Fig. 1: met1 routing
Bar = 20 um. Supply wires on this layer in gray.
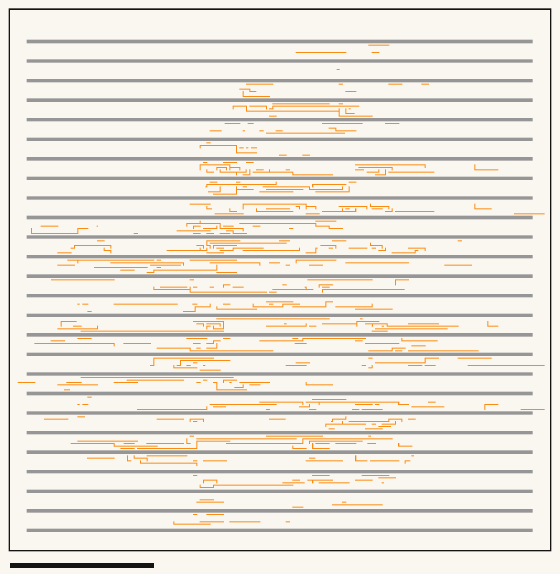
Fig. 2: M2 wires
Bar = 20 um.
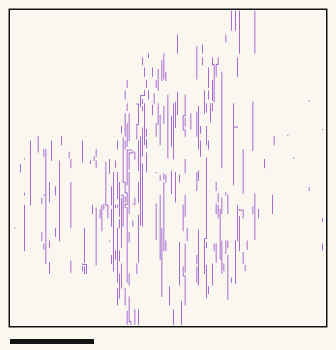
**src/rtl/bcd_disp_pkg.sv**
```systemverilog
// Shared constants for the 2-digit BCD display scanner: segment patterns,
// scan state encoding and the "all off" output values for each polarity.
package bcd_disp_pkg;

  typedef enum logic [1:0] {
    ST_OFF  = 2'd0,
    ST_LOW  = 2'd1,
    ST_HIGH = 2'd2
  } disp_state_e;

  // Active-high segment patterns, bit order {g,f,e,d,c,b,a}.
  localparam logic [6:0] SEG_0    = 7'h3F;
  localparam logic [6:0] SEG_1    = 7'h06;
  localparam logic [6:0] SEG_2    = 7'h5B;
  localparam logic [6:0] SEG_3    = 7'h4F;
  localparam logic [6:0] SEG_4    = 7'h66;
  localparam logic [6:0] SEG_5    = 7'h6D;
  localparam logic [6:0] SEG_6    = 7'h7D;
  localparam logic [6:0] SEG_7    = 7'h07;
  localparam logic [6:0] SEG_8    = 7'h7F;
  localparam logic [6:0] SEG_9    = 7'h6F;
  localparam logic [6:0] SEG_DASH = 7'h40;

  localparam logic [6:0] SEG_OFF_AH = 7'h00;
  localparam logic [6:0] SEG_OFF_AL = 7'h7F;
  localparam logic [1:0] AN_OFF_AH  = 2'b00;
  localparam logic [1:0] AN_OFF_AL  = 2'b11;

  localparam logic [3:0] BCD_MAX = 4'd9;

  function automatic logic [6:0] seg_off(input bit active_low);
    return active_low ? SEG_OFF_AL : SEG_OFF_AH;
  endfunction

  function automatic logic [1:0] an_off(input bit active_low);
    return active_low ? AN_OFF_AL : AN_OFF_AH;
  endfunction

endpackage

```
**src/rtl/bcd_seg7_decode.sv**
```systemverilog
// BCD to 7-segment decoder, active-high output; codes 10-15 show a dash
// and raise invalid.
module bcd_seg7_decode
  import bcd_disp_pkg::*;
(
  input  logic [3:0] digit,
  output logic [6:0] seg,
  output logic       invalid
);

  always_comb begin
    seg = SEG_DASH;
    unique case (digit)
      4'd0:    seg = SEG_0;
      4'd1:    seg = SEG_1;
      4'd2:    seg = SEG_2;
      4'd3:    seg = SEG_3;
      4'd4:    seg = SEG_4;
      4'd5:    seg = SEG_5;
      4'd6:    seg = SEG_6;
      4'd7:    seg = SEG_7;
      4'd8:    seg = SEG_8;
      4'd9:    seg = SEG_9;
      default: seg = SEG_DASH;
    endcase
  end

  assign invalid = (digit > BCD_MAX);

endmodule

```
**src/rtl/bcd_display_scan_2digit.sv**
```systemverilog
// Two-digit multiplexed 7-segment scanner: snapshots the digit pair once per
// frame, lights low then high digit SCAN_DIV cycles each, blanks leading zero.
module bcd_display_scan_2digit
  import bcd_disp_pkg::*;
#(
  parameter int unsigned SCAN_DIV   = 4,
  parameter bit          BLANK_LZ   = 1'b1,
  parameter bit          ACTIVE_LOW = 1'b1
) (
  input  logic       clock,
  input  logic       reset,
  input  logic [3:0] high,
  input  logic [3:0] low,
  input  logic       enable,
  output logic [6:0] seg,
  output logic [1:0] an,
  output logic       frame_done,
  output logic       bcd_err
);

  localparam int unsigned DIV_W = (SCAN_DIV > 1) ? $clog2(SCAN_DIV) : 1;
  localparam logic [DIV_W-1:0] DIV_LAST = DIV_W'(SCAN_DIV - 1);

  disp_state_e      state_q, state_d;
  logic [DIV_W-1:0] div_cnt_q, div_cnt_d;
  logic [3:0]       sh_hi_q, sh_hi_d;
  logic [3:0]       sh_lo_q, sh_lo_d;
  logic [6:0]       seg_q, seg_d;
  logic [1:0]       an_q, an_d;
  logic             fd_q, fd_d;
  logic             err_q, err_d;

  logic [3:0]       dec_in;
  logic [6:0]       dec_seg;
  logic             dec_inv;
  logic             snap;
  logic [6:0]       seg_ah;
  logic [1:0]       an_ah;

  // Decoder input follows the next state so the output registers load the
  // digit that will be shown during the coming cycle.
  assign dec_in = (state_d == ST_HIGH) ? sh_hi_d : sh_lo_d;

  bcd_seg7_decode u_dec (
    .digit   (dec_in),
    .seg     (dec_seg),
    .invalid (dec_inv)
  );

  always_comb begin
    state_d   = state_q;
    div_cnt_d = div_cnt_q;
    snap      = 1'b0;
    fd_d      = 1'b0;
    if (!enable) begin
      state_d   = ST_OFF;
      div_cnt_d = '0;
    end else begin
      unique case (state_q)
        ST_OFF: begin
          snap      = 1'b1;
          state_d   = ST_LOW;
          div_cnt_d = '0;
        end
        ST_LOW: begin
          if (div_cnt_q == DIV_LAST) begin
            state_d   = ST_HIGH;
            div_cnt_d = '0;
          end else begin
            div_cnt_d = div_cnt_q + 1'b1;
          end
        end
        ST_HIGH: begin
          if (div_cnt_q == DIV_LAST) begin
            snap      = 1'b1;
            fd_d      = 1'b1;
            state_d   = ST_LOW;
            div_cnt_d = '0;
          end else begin
            div_cnt_d = div_cnt_q + 1'b1;
          end
        end
        default: begin
          state_d   = ST_OFF;
          div_cnt_d = '0;
        end
      endcase
    end
  end

  always_comb begin
    sh_hi_d = snap ? high : sh_hi_q;
    sh_lo_d = snap ? low  : sh_lo_q;
    // At a snapshot the next state is LOW, so the decoder sees the new low.
    err_d   = snap ? (dec_inv | (sh_hi_d > BCD_MAX)) : err_q;
  end

  always_comb begin
    seg_ah = 7'h00;
    an_ah  = 2'b00;
    unique case (state_d)
      ST_LOW: begin
        seg_ah = dec_seg;
        an_ah  = 2'b01;
      end
      ST_HIGH: begin
        if (!(BLANK_LZ && (sh_hi_d == 4'd0))) begin
          seg_ah = dec_seg;
          an_ah  = 2'b10;
        end
      end
      default: begin
        seg_ah = 7'h00;
        an_ah  = 2'b00;
      end
    endcase
    seg_d = ACTIVE_LOW ? ~seg_ah : seg_ah;
    an_d  = ACTIVE_LOW ? ~an_ah  : an_ah;
  end

  always_ff @(posedge clock) begin
    if (!reset) begin
      state_q   <= ST_OFF;
      div_cnt_q <= '0;
      sh_hi_q   <= '0;
      sh_lo_q   <= '0;
      seg_q     <= seg_off(ACTIVE_LOW);
      an_q      <= an_off(ACTIVE_LOW);
      fd_q      <= 1'b0;
      err_q     <= 1'b0;
    end else begin
      state_q   <= state_d;
      div_cnt_q <= div_cnt_d;
      sh_hi_q   <= sh_hi_d;
      sh_lo_q   <= sh_lo_d;
      seg_q     <= seg_d;
      an_q      <= an_d;
      fd_q      <= fd_d;
      err_q     <= err_d;
    end
  end

  assign seg        = seg_q;
  assign an         = an_q;
  assign frame_done = fd_q;
  assign bcd_err    = err_q;

endmodule

```
**config.mk**
```make
export PLATFORM = sky130hd
export DESIGN_NAME = bcd_display_scan_2digit
export DESIGN_NICKNAME = d
export VERILOG_FILES = /design/src/rtl/bcd_disp_pkg.sv /design/src/rtl/bcd_seg7_decode.sv /design/src/rtl/bcd_display_scan_2digit.sv
export SDC_FILE = /design/constraint.sdc
export NUM_CORES = 1
export LEC_CHECK = 0
export ABC_AREA = 1
export CAP_MARGIN = 20
export CORE_MARGIN = 2
export CORE_UTILIZATION = 25
export DETAILED_ROUTE_END_ITERATION = 16
export GPL_ROUTABILITY_DRIVEN = 0
export GPL_TIMING_DRIVEN = 1
export PLACE_DENSITY = 0.47
export SETUP_SLACK_MARGIN = 0.02
export SLEW_MARGIN = 10
export SYNTH_ARGS = -nofsm -noshare
export SYNTH_HDL_FRONTEND = slang
export SYNTH_HIERARCHICAL = 1
export SYNTH_SLANG_ARGS = --single-unit
```
**constraint.sdc**
```tcl
create_clock -name clock -period 2.57 [get_ports clock]
set_clock_uncertainty 0.05 [all_clocks]
set_input_delay 0.257 -clock clock [delete_from_list [all_inputs] [get_ports clock]]
set_output_delay 0.257 -clock clock [all_outputs]
set_load 0.01 [all_outputs]
```
==> impl_metrics.csv <==
group,metric,value,unit
cells_and_area,diodes,0,
routing,drc,0,
routing,wl_met1,1.27,mm
cells_and_area,stdcell_count,275,
critical_path,critPathMaxFanout,5,
power_and_ir_drop,p_per_area,468,nW/um^2
critical_path,critPathCaptureType,"register",
global_route,grt_start_max_net_pins,14,
timing,finalSetupViolCount,0,
timing,fin_crit,2.36,ns
synth,yosysWarningCount,6,
timing,fin_crit_sh,92.0,%
floorplanning,die_w,75.1,um
global_route,grt_pass1_wl,4.54,mm
run_status,status,"complete, no violations",
critical_path,max_stage_delay,0.35,ns
synth,floorplan.nets,199,
routing,drt-total-wl,2.56,mm
floorplanning,die_h,75.1,um
clock_tree,htree_levels,1,
timing,max_slew_margin,76.4,%
critical_path,cp_slowest_cell,"dfxtp_2",
power_and_ir_drop,p_int,567,uW
## Picture notes: Fig. 1
The longest straight run is 21.2 um. The wires run mostly horizontal. The layer holds 50% of the routed length.

## Picture notes: Fig. 2
The layer holds 45% of the routed length. The wires run mostly vertical.

-- final cells by class --
class	instances	area, um^2	area share (%)
clock buffers	3	41.3	2.42
repair buffers	31	285	16.7
flip-flops and latches	23	463	27.2
inverters	35	131	7.71
well taps	67	83.8	4.92
clock inverters	1	5.00	0.294
multi-input cells	115	694	40.7
-- cells by family after synthesis --
kind of cell             count (synthesis)  synth area share, %
AND-OR/OR-AND                           14                 6.14
adder cells (fa/ha/maj)                 14                 13.9
buffers and inverters                   36                 11.3
flip-flops                              23                 36.4
multiplexers                             2                 1.58
AND/OR/NAND/NOR                         85                 30.7
-- state kept, by name (all words and copies together) (netlist names) --
register / flops
state_q: 2
bcd_err: 1
seg: 7
sh_hi_q: 4
frame_done: 1
an: 2
sh_lo_q: 4
div_cnt_q: 2
-- metal layers --
layer  track usage (%)  up-vias
li1                  -      595
met1              13.3      473
met2              17.2       21
met3              2.81        4
met4              4.17        0
met5                 0        -
-- placed cells by master (no fill, tap or decap), types with 3 or more instances in the layout --
cell type | Yosys | layout
nand2_2 | 7 | 7
inv_2 | 3 | 5
clkbuf_8 | 0 | 3
ha_1 | 14 | 13
o21ai_0 | 6 | 3
nand3_1 | 5 | 5
clkdlybuf4s50_1 | 0 | 21
dfxtp_1 | 23 | 21
buf_4 | 0 | 10
inv_1 | 31 | 29
nor2_1 | 26 | 25
a21oi_1 | 5 | 4
nand2_1 | 39 | 39
nand2_4 | 4 | 4
-- path summary, 6_finish.rpt --
| path | to | slack [ns] | depth (start not counted) |
|---|---|---|---|
| setup reg to reg | seg[3]$_SDFF_PN1_ | 0.21 | 18 |
| hold reg to reg | div_cnt_q[0]$_SDFF_PP0_ | 0.40 | 1 |
| hold / removal | div_cnt_q[0]$_SDFF_PP0_ | 0.40 | 1 |
| setup / recovery | seg[3]$_SDFF_PN1_ | 0.21 | 18 |
-- through the flow --
stage	total power, uW	TNS [ns]
floorplan	502	0
global placement	564	0
detailed placement	563	0
CTS	799	0
global route	857	-0.000871
finish	798	0
-- what timing repair did --
| item | 4_1_cts | 5_1_grt |
|---|---|---|
| gates resized | 0 | 12 |
| setup endpoints to repair | 0 | 8 |
| hold endpoints to repair | 0 | 0 |
| setup buffers | 0 | 5 |
-- worst max-delay path, delay by kind of cell (launching register included) --
family	cells	cell delay, ns
flip-flops	1	0.35
adder cells (fa/ha/maj)	3	0.70
AND/OR/NAND/NOR	8	0.61
buffers and inverters	5	0.36
AND-OR/OR-AND	2	0.21
-- power groups by stage --
stage	clock network (uW)	registers (uW)	logic, uW
finish	228	378	192
global route	255	379	223
CTS	244	378	178
detailed placement	0	386	177
global placement	0	386	178
floorplan	0	389	113
No activity file was given, so power comes from the tool's default toggle rates.
